### src/rtl/hex_scan_display.sv
// Time-multiplexed hex display driver: prescaled digit scan, frame-synchronous shadow load,
// leading-zero blanking and enable gate. Define HEX_SCAN_DP_EN to add per-digit decimal points.
module hex_scan_display #(
    parameter int DIGITS   = 4,
    parameter int SCAN_DIV = 1000,
    parameter int CNT_W    = 10
) (
    input  logic                  clk,
    input  logic                  rst_n,
    input  logic [4*DIGITS-1:0]   value,
    input  logic                  load,
    input  logic                  blank_en,
    input  logic                  enable,
`ifdef HEX_SCAN_DP_EN
    input  logic [DIGITS-1:0]     dp,
    output logic                  dp_out,
`endif
    output logic [6:0]            seg,
    output logic [DIGITS-1:0]     an,
    output logic                  frame_tick
);

    localparam int IDX_W = (DIGITS > 1) ? $clog2(DIGITS) : 1;
    localparam logic [CNT_W-1:0] CNT_LAST = CNT_W'(SCAN_DIV - 1);
    localparam logic [IDX_W-1:0] IDX_LAST = IDX_W'(DIGITS - 1);

    logic [CNT_W-1:0]    cnt_p0;
    logic [IDX_W-1:0]    idx_p0;
    logic [4*DIGITS-1:0] shadow_p0;
    logic                pending_p0;
`ifdef HEX_SCAN_DP_EN
    logic [DIGITS-1:0]   dp_shadow_p0;
    logic                cur_dp;
`endif

    logic                advance;
    logic                wrap;
    logic                take;
    logic [3:0]          cur_nib;
    logic                blank;
    logic                zero_above;
    logic [DIGITS-1:0]   an_next;

    function automatic logic [6:0] hex_to_seg(input logic [3:0] nib);
        logic [6:0] s;
        case (nib)
            4'h0: s = 7'b1111110;
            4'h1: s = 7'b0110000;
            4'h2: s = 7'b1101101;
            4'h3: s = 7'b1111001;
            4'h4: s = 7'b0110011;
            4'h5: s = 7'b1011011;
            4'h6: s = 7'b1011111;
            4'h7: s = 7'b1110000;
            4'h8: s = 7'b1111111;
            4'h9: s = 7'b1111011;
            4'hA: s = 7'b1110111;
            4'hB: s = 7'b0011111;
            4'hC: s = 7'b1001110;
            4'hD: s = 7'b0111101;
            4'hE: s = 7'b1001111;
            default: s = 7'b1000111;
        endcase
        return s;
    endfunction

    assign advance = enable && (cnt_p0 == CNT_LAST);
    assign wrap    = advance && (idx_p0 == IDX_LAST);
    // A load seen on the wrap cycle itself is taken without going through pending.
    assign take    = wrap && (pending_p0 || load);

    // Digit select; zero_above accumulates from the top nibble down to the selected digit.
    always_comb begin
        zero_above = 1'b1;
        blank      = 1'b0;
        cur_nib    = 4'h0;
        an_next    = '0;
`ifdef HEX_SCAN_DP_EN
        cur_dp     = 1'b0;
`endif
        for (int k = DIGITS - 1; k >= 0; k--) begin
            zero_above = zero_above & (shadow_p0[4*k +: 4] == 4'h0);
            if (idx_p0 == IDX_W'(k)) begin
                cur_nib    = shadow_p0[4*k +: 4];
                blank      = blank_en && (k != 0) && zero_above;
                an_next[k] = 1'b1;
`ifdef HEX_SCAN_DP_EN
                cur_dp     = dp_shadow_p0[k];
`endif
            end
        end
    end

    always_ff @(posedge clk or negedge rst_n) begin
        if (!rst_n) begin
            cnt_p0       <= '0;
            idx_p0       <= '0;
            shadow_p0    <= '0;
            pending_p0   <= 1'b0;
            seg          <= '0;
            an           <= '0;
            frame_tick   <= 1'b0;
`ifdef HEX_SCAN_DP_EN
            dp_shadow_p0 <= '0;
            dp_out       <= 1'b0;
`endif
        end else begin
            // p0: scan position and shadow capture
            if (enable) begin
                if (advance) begin
                    cnt_p0 <= '0;
                    idx_p0 <= (idx_p0 == IDX_LAST) ? '0 : idx_p0 + 1'b1;
                end else begin
                    cnt_p0 <= cnt_p0 + 1'b1;
                end
            end
            if (take) begin
                shadow_p0    <= value;
                pending_p0   <= 1'b0;
`ifdef HEX_SCAN_DP_EN
                dp_shadow_p0 <= dp;
`endif
            end else if (load) begin
                pending_p0   <= 1'b1;
            end
            // p1: registered pin drive
            frame_tick <= wrap;
            seg        <= (enable && !blank) ? hex_to_seg(cur_nib) : 7'b0000000;
            an         <= enable ? an_next : '0;
`ifdef HEX_SCAN_DP_EN
            dp_out     <= enable && cur_dp;
`endif
        end
    end

endmodule

### config.mk
export PLATFORM = sky130hd
export DESIGN_NAME = hex_scan_display
export DESIGN_NICKNAME = d
export VERILOG_FILES = /design/src/rtl/hex_scan_display.sv
export SDC_FILE = /design/constraint.sdc
export NUM_CORES = 1
export LEC_CHECK = 0
export CAP_MARGIN = 10
export CORE_AREA = 2 2 75 70
export CTS_CLUSTER_SIZE = 8
export DETAILED_ROUTE_END_ITERATION = 6
export DIE_AREA = 0 0 77 72
export PLACE_DENSITY_LB_ADDON = 0.12
export SYNTH_ARGS = -nofsm -noshare
export SYNTH_HDL_FRONTEND = slang
export SYNTH_SLANG_ARGS = --single-unit
### constraint.sdc
create_clock -name clk -period 3.5 [get_ports clk]
set_input_delay 0.875 -clock clk [delete_from_list [all_inputs] [get_ports clk]]
set_output_delay 0.875 -clock clk [all_outputs]
set_load 0.1 [all_outputs]
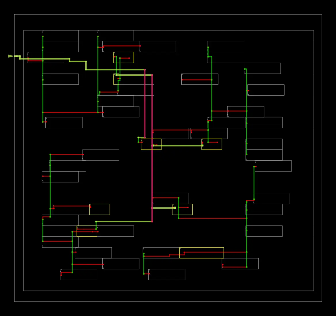
Fig. 1. The clock network.
clock buffers created by TritonCTS: 5
power dissipated in the clock network: 0.000389 W
setup clock skew after layout: 0.00501 ns
clkbuf count: 7
sequential cell count of the final layout: 41

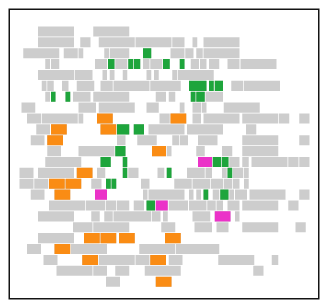
Fig. 2. Gate families picked out.
Drawn at 4 px/um.
color	family	cells
orange	mux cells	18
magenta	non-inverting ao/oa cells	4
green	nand cells	28

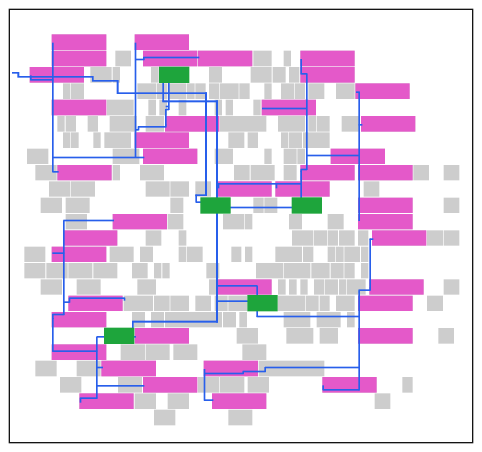
Fig. 3. Routed clock nets over the placement.
Drawn at 6 px/um.
[magenta] flip-flops | count: 41
[blue] clock wires | length: 499 um
[green] clock-net drivers | count: 5
routed clock nets	6
flops lie	all over the die

==> summary.txt <==
impl run done, here's what came out: run status completed, total of buffers placed on input and output ports 32, final worst-path setup slack 0.914 ns, worst vdd rail ir drop 0.231 mV, Setup Viol. Count Final 0, post-synth tally of flip-flops with integrated enable 0, Nets 249, length of the first detailed-routing pass in iterations 4, antenna violations before repair 0, worst rel slew slack 40.1%, final estimated routing congestion in global placement 0.814, count of yosys warnings during synthesis 0, via count of the first global-routing pass 1386, areal power density over the cells 439 mW/mm2, endpoint class of the critical path flip-flop, root buf cell clkbuf_8, post-layout util 53.0%, reg2reg path depth 10, last element of the critical path shadow_p0[10]$_DFFE_PN0P_, XOR-XNOR Cells, Area Fraction 2.94%, floorplan core density 44.0%, max frequency 0.387 GHz, number of filler cells placed in the layout 437, slowest cell on the critical path clkdlybuf4s50_1, endpoint with the worst hold slack cnt_p0[9]$_DFFE_PN0P_, initial drt markers 48, count of buffers added by post-CTS timing repair for setup 0, area fraction in and, or, nand and nor cells after synthesis 16.3%, most used routing layer met2, Clock power frac 35.2%, startpoint type of the worst setup path input pin, total placed instance area 0.00240 mm2, CP Depth 6, share of async-settable or async-resettable flops after synthesis 100%, number of storage elements in the synthesis netlist 41, CTS tree built, row count 24, area reported by Yosys stat 0.00209 mm2, final clock period utilization by the worst path 73.9%, Min Clock Period, post-route 2.59 ns, insertion delay to the later sink of the worst-skew pair 0.29 ns, number of nets with antenna violations after routing 0, multiplexer area fraction after synthesis 9.65%, largest net degree at the start of global routing 42, overall power 0.00110 W, combinational group power 0.000147 W, count of instantiated cells in the yosys netlist 185, Setup WS pre-CTS 0.577 ns, Post-synth seq share 49.2%, P_int 0.000811 W, number of gates resized after CTS 0, instance count after placement with tap cells included 275, top logic cells by instance count in the layout dfrtp_1, clkdlybuf4s50_1, nor2_1, buf_4, nand2_1, predominant post-synthesis flop cell dfrtp_1, fraction of met3 tracks used by global routing 4.10%, startpoint of the worst-slack reg-to-reg timing path idx_p0[0]$_DFFE_PN0P_, I/O pins 33, DPL Wire Length 2860 um, largest stage delay on the critical path 0.68 ns, Largest delay share family, worst path buffers and inverters, clock transition at the registers of the reported paths 0.07 ns, total tool warning count 34, detail-routed net length per standard cell 13.5 um, reported max-cap violation count 0, total clock sinks 41, number of max-slew violations in the final report 0, net switching power figure 0.000294 W, RSZ-0062 raised after global routing no, hold path startpoint cnt_p0[9]$_DFFE_PN0P_, Horiz. Die Dim 77 um, combinational cell fraction of total power 13.3%, signal arrival time at the worst endpoint 2.77 ns, Cell variety after synth 44, vias per std cell 4.94, routed length on met3 174 um, final-report hold violation count 0, worst slack on hold paths 0.485 ns, comb area leader simple AND/OR/NAND/NOR gates, Hold WC Path Type flip-flop to flip-flop, Congestion Overflow GR 0, cell area after layout 0.00251 mm2, synthesis-to-finish area growth 20.5%, Commonest Layout Cell dfrtp_1, fraction of layout instances using a drive strength above 1 15.6%, wire length on met1 1920 um, sequential group share of total power 51.5%, met1 capacity usage during global routing 20.1%, number of hold-repair buffers added at the cts stage 0, first-pass GRT wire length 6440 um, reg-to-reg critical path endpoint seg[6]$_DFF_PN0_, max layer used met4, diode insertion count for antenna repair 0, power group with the highest consumption sequential cells, DIE HEIGHT 72 um, GR Util met2 23.5%, routed length on met2 1670 um, sequential power 0.000569 W, crit path cell chain clkdlybuf4s50_1, nand4_2, nor4_4, and3b_1, buf_4, mux2_2, placeable core region 0.00474 mm2, count of cells along the worst hold path 1, number of nets at floorplan 217, Worst setup startpoint enable, worst-margin pin slew 0.899 ns, H-Tree Depth 2, DRC viols 0, required arrival time at the worst endpoint 3.68 ns, largest fanout on the critical path 16, switching share of total power 26.6%, total negative slack for setup checks 0 ns, Mean Syn Cell Area 11.3 um2, critical path buffer and inverter count 2, area of the mapped netlist 0.00209 mm2, R2R setup slack 1.05 ns, Non-Filler Instances 283, yosys aoi share 10.6%, standby leakage power 1.16 nW, Die Area 0.00554 mm2, Clock Tree Buf Depth 2
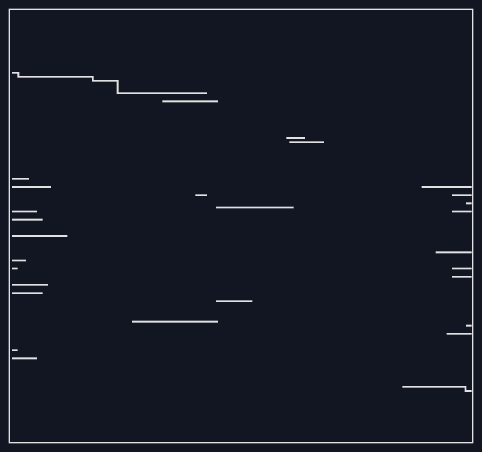
Fig. 4. M3 wires.
Drawn at 6 px/um.
wire length on this layer	174 um
longest straight run	14.7 um
main direction	horizontal
nets with wire on the layer	25

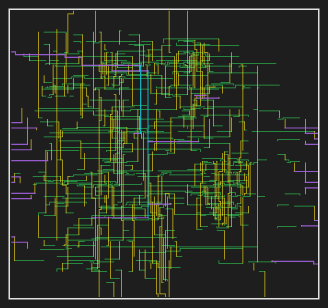
Fig. 5. Signal wires by layer.
Drawn at 4 px/um.
color	layer	wire length
yellow	M2	1670 um
cyan	M4	53.7 um
purple	M3	174 um
green	M1	1920 um
gr usage total: 14.9%
via count: 1399
Routed WL: 3820 um

[cells in the mapped netlist, types with 2 or more instances]
| cell type | count | area (um2) |
|---|---|---|
| a211oi_1 | 3 | 22.5 |
| a21oi_1 | 4 | 20.0 |
| a221oi_1 | 3 | 26.3 |
| and2_1 | 6 | 37.5 |
| buf_2 | 2 | 10.0 |
| buf_4 | 2 | 15.0 |
| buf_6 | 2 | 22.5 |
| clkbuf_1 | 2 | 7.51 |
| dfrtp_1 | 41 | 1030 |
| ha_1 | 11 | 138 |
| inv_1 | 8 | 30.0 |
| mux2_1 | 10 | 113 |
| mux2_2 | 7 | 78.8 |
| nand2_1 | 13 | 48.8 |
| nand2b_1 | 2 | 12.5 |
| nand3_1 | 4 | 20.0 |
| nand3b_1 | 3 | 22.5 |
| nand4_1 | 3 | 18.8 |
| nor2_1 | 16 | 60.1 |
| nor2b_1 | 2 | 12.5 |
| nor3_1 | 2 | 10.0 |
| nor3b_1 | 2 | 15.0 |
| nor4_1 | 2 | 12.5 |
| o211ai_1 | 2 | 15.0 |
| o21ai_0 | 6 | 30.0 |
| o22ai_1 | 2 | 12.5 |
| o41ai_1 | 2 | 17.5 |
| or3_1 | 2 | 12.5 |
| xnor2_1 | 4 | 35.0 |
| xor2_1 | 3 | 26.3 |
[area by class of cell]
class,instances,area (um2),share of cell area [%]
Clock buffer,7,86.3,3.43
Clock inverter,1,30.0,1.19
Inverter,8,30.0,1.19
Multi-Input combinational cell,127,961,38.2
Sequential cell,41,1030,40.8
Tap cell,65,81.3,3.23
Timing Repair Buffer,34,300,11.9
[sequential cells by signal, summed over array words and instances, names as in the netlist]
name and count:
an 4, seg 7, idx_p0 2, cnt_p0 10
shadow_p0 16, frame_tick 1, pending_p0 1
Power and IR drop assume default switching activity.
